**config.mk**
```make
export PLATFORM = sky130hd
export DESIGN_NAME = tdc_phase_encoder
export DESIGN_NICKNAME = d
export VERILOG_FILES = /design/src/rtl/tdc_phase_encoder.sv
export SDC_FILE = /design/constraint.sdc
export NUM_CORES = 1
export LEC_CHECK = 0
export CAP_MARGIN = 20
export CORE_MARGIN = 5
export CORE_UTILIZATION = 50
export DETAILED_ROUTE_END_ITERATION = 7
export PLACE_DENSITY = 0.72
export SKIP_CTS_REPAIR_TIMING = 1
export SLEW_MARGIN = 10
export SYNTH_ARGS = -nofsm -noshare
export SYNTH_HDL_FRONTEND = slang
export SYNTH_SLANG_ARGS = --single-unit
```
**constraint.sdc**
```tcl
create_clock -name clk -period 11.7 [get_ports clk]
set_input_delay 2.34 -clock clk [delete_from_list [all_inputs] [get_ports clk]]
set_output_delay 2.34 -clock clk [all_outputs]
set_load 0.05 [all_outputs]
```
**src/rtl/tdc_phase_encoder.sv**
```systemverilog
// Samples the TDC ring taps on FREF, encodes rise position and half-period run length, and block-averages run length.
// Latency: 3 cycles from sampling edge to valid/err; no backpressure, en low only inserts bubbles.
module tdc_phase_encoder #(
  parameter int N = 32,
  parameter int W = $clog2(N),
  parameter logic [N-1:0] POL_MASK = {(N/2){2'b10}},
  parameter int AVG_LOG2 = 4
) (
  input  logic         clk,
  input  logic         rst_n,
  input  logic         en,
  input  logic [N-1:0] inv_out,
  output logic [W-1:0] phase,
  output logic [W-1:0] run_len,
  output logic         valid,
  output logic         err,
  output logic [W-1:0] avg_run,
  output logic         avg_valid
);

  localparam int AW = W + AVG_LOG2;
  localparam logic [N-1:0] ONE_N = {{(N-1){1'b0}}, 1'b1};

  logic [N-1:0]        raw;
  logic                v1;
  logic [N-1:0]        rise_q;
  logic [N-1:0]        fall_q;
  logic                v2;

  logic [N-1:0]        pol_word;
  logic [N-1:0]        prev_tap;
  logic [N-1:0]        rise_d;
  logic [N-1:0]        fall_d;

  logic                rise_one;
  logic                fall_one;
  logic [W-1:0]        rise_idx;
  logic [W-1:0]        fall_idx;
  logic [W-1:0]        run_d;
  logic                accept;
  logic                reject;

  logic [AW-1:0]       acc;
  logic [AVG_LOG2-1:0] cnt;
  logic [AW-1:0]       acc_sum;
  logic                block_done;

  // prev_tap[i] holds tap (i-1) mod N, so tap 0 is compared against tap N-1.
  always_comb begin
    pol_word = raw ^ POL_MASK;
    prev_tap = {pol_word[N-2:0], pol_word[N-1]};
    rise_d   = pol_word & ~prev_tap;
    fall_d   = ~pol_word & prev_tap;
  end

  always_comb begin
    rise_one = (rise_q != '0) && ((rise_q & (rise_q - ONE_N)) == '0);
    fall_one = (fall_q != '0) && ((fall_q & (fall_q - ONE_N)) == '0);
    rise_idx = '0;
    fall_idx = '0;
    for (int i = 0; i < N; i++) begin
      if (rise_q[i]) rise_idx = W'(i);
      if (fall_q[i]) fall_idx = W'(i);
    end
    run_d      = fall_idx - rise_idx;
    accept     = v2 & rise_one & fall_one;
    reject     = v2 & ~(rise_one & fall_one);
    acc_sum    = acc + AW'(run_d);
    block_done = accept && (cnt == '1);
  end

  // S1 is the only capture of the asynchronous taps; a metastable word fails the one-hot check in S3.
  always_ff @(posedge clk or negedge rst_n) begin
    if (!rst_n) begin
      raw    <= '0;
      v1     <= 1'b0;
      rise_q <= '0;
      fall_q <= '0;
      v2     <= 1'b0;
    end else begin
      if (en) raw <= inv_out;
      v1     <= en;
      rise_q <= rise_d;
      fall_q <= fall_d;
      v2     <= v1;
    end
  end

  always_ff @(posedge clk or negedge rst_n) begin
    if (!rst_n) begin
      phase     <= '0;
      run_len   <= '0;
      valid     <= 1'b0;
      err       <= 1'b0;
      avg_run   <= '0;
      avg_valid <= 1'b0;
      acc       <= '0;
      cnt       <= '0;
    end else begin
      valid     <= accept;
      err       <= reject;
      avg_valid <= block_done;
      if (accept) begin
        phase   <= rise_idx;
        run_len <= run_d;
        if (block_done) begin
          avg_run <= W'(acc_sum >> AVG_LOG2);
          acc     <= '0;
          cnt     <= '0;
        end else begin
          acc <= acc_sum;
          cnt <= cnt + AVG_LOG2'(1);
        end
      end
    end
  end

endmodule

```
**Routed metal, one color a layer**

Scale: 3 px per µm. Two of the layers only.
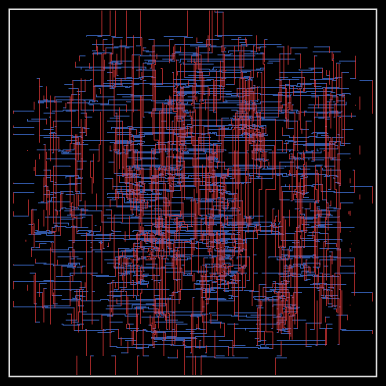
[met2] red | wire length: 7210 µm
[met1] blue | wire length: 6290 µm

==> job_summary.md <==
### Yosys + OpenROAD results

| Metric | Value |
|---|---|
| Critical Path Start Type | `flip-flop` |
| Synth Area in Adders | `0.0300` |
| Met1 Resource Use GR | `0.264` |
| Worst Hold Endpoint | `v2` |
| CTS tree | `yes` |
| RePlAce Congestion | `0.951` |
| Slew headroom | `0.442` |
| Crit path top cell by count | `a21oi_1` |
| CP startpoint | `rise_q[1]` |
| Status | `finished clean` |
| Final ANT Viol Nets | `0` |
| DR pass1 iterations | `5` |
| Vias per cell | `5.57` |
| Final instance area | `7630 µm²` |
| Top power group | `the clock network` |
| Post-synth ARST share | `1.00` |
| DPL Wire Length | `10.5 mm` |
| Pleak | `3.30 nW` |
| Row count | `40` |
| Final Slew Violations | `0` |
| Critical Path End | `avg_run[4]` |
| P_comb | `0.000216 W` |
| Die H | `122 µm` |
| Core ar. | `12200 µm²` |
| Critical path cell sequence | `nor2b_1, o21ai_0, a21oi_1, o21ai_0, a21oi_1, nor4_1, nor2_1, ha_1, fa_1, xnor2_1, ha_1, a21o_1, a21oi_1, nor2b_1, o21a_1, and3_1, xnor2_1, mux2_2` |
| Final Hold Vio Count | `0` |
| Post-Place Cell Area | `6960 µm²` |
| Worst reg-to-reg setup slack | `7.29 ns` |
| Yosys reg bits | `129` |
| Met3 Track Usage GR | `0.0543` |
| CP delay by family, top | `AND-OR/OR-AND gates` |
| Finished Layout Cells | `823` |
| Clk sinks | `129` |
| Max_cap viols | `0` |
| Sw Ratio | `0.284` |
| Met2 GRT Util | `0.339` |
| Critical path arrival | `4.71 ns` |
| Average size of a mapped cell | `10.9 µm²` |
| Register share of total power | `0.403` |
| Cell Pwr Density | `173 nW/µm²` |
| Crit path time final | `4.41 ns` |
| Syn Nets | `623` |
| Vias in the first global route | `4706` |
| Dominant kind of combinational cell | `simple AND/OR/NAND/NOR gates` |
| Reg2Reg Depth | `18` |
| Final Skew | `0.00602 ns` |
| Io pins | `53` |
| CP Capture Type | `flip-flop` |
| Min Hold Slack | `0.358 ns` |
| Total power | `0.00132 W` |
**Where the registers sit**

Scale: 4 px per µm. Other sequential cells in the stronger gray, the rest of the logic in the fainter gray.
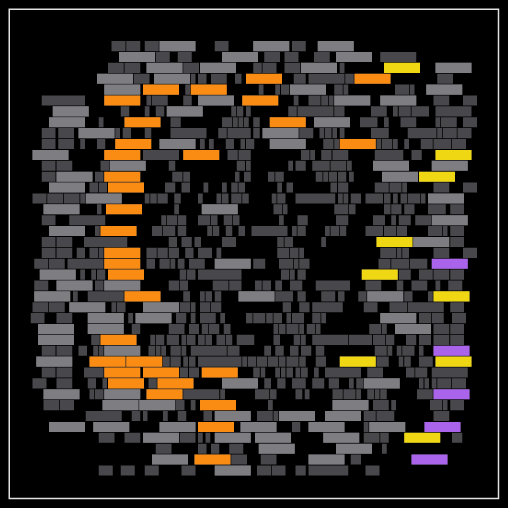
[avg_run] purple | flops: 5 | where: lower right
[acc] yellow | flops: 9
[fall_q] orange | flops: 32
not colored: 83
final core utilization: 0.628
Seq/total area: 0.423
Seq power: 0.000532 W
Sequential Area: 3230 µm²

-- cells by family after synthesis --
group | after synthesis
buf+inv | 38
flops | 129
compound gates | 115
mux | 56
fa+ha+maj | 14
xor+xnor | 12
simple gates | 211
-- flip-flops by register name (all words and copies together), names as in the netlist --
| signal | flops |
|---|---|
| rise_q | 32 |
| acc | 9 |
| v1 | 1 |
| cnt | 4 |
| run_len | 5 |
| valid | 1 |
| phase | 5 |
| fall_q | 32 |
| avg_valid | 1 |
| avg_run | 5 |
| v2 | 1 |
| err | 1 |
| raw | 32 |
-- routing by layer --
| layer | up-vias | wire (µm) | part of all wire |
|---|---|---|---|
| met2 | 136 | 7210 | 0.50 |
| met1 | 2223 | 6290 | 0.44 |
| met4 | 0 | 197 | 0.014 |
| met5 | - | 0 | 0 |
| li1 | 2208 | - | - |
| met3 | 19 | 675 | 0.047 |
-- area by class of cell --
type,count,area (µm²),share of cell area
Clock buffer,18,439,0.0575
Clock inverter,14,201,0.0264
Inverter,31,116,0.0152
Multi-Input combinational cell,408,2880,0.377
Sequential cell,129,3230,0.423
Tap cell,168,210,0.0275
Timing Repair Buffer,55,561,0.0734
-- worst register-to-register path, cell delays in order (launching register included) --
cell,delay [ns]
dfrtp_1,0.46
nor2b_1,0.16
o21ai_0,0.17
a21oi_1,0.09
o21ai_0,0.17
a21oi_1,0.11
nor4_1,0.41
nor2_1,0.16
ha_1,0.24
fa_1,0.41
xnor2_1,0.29
ha_1,0.32
a21o_1,0.19
a21oi_1,0.23
nor2b_1,0.11
o21a_1,0.19
and3_1,0.19
xnor2_1,0.13
mux2_2,0.26
Power figures rest on the tool's default switching activity, not on a simulated workload.
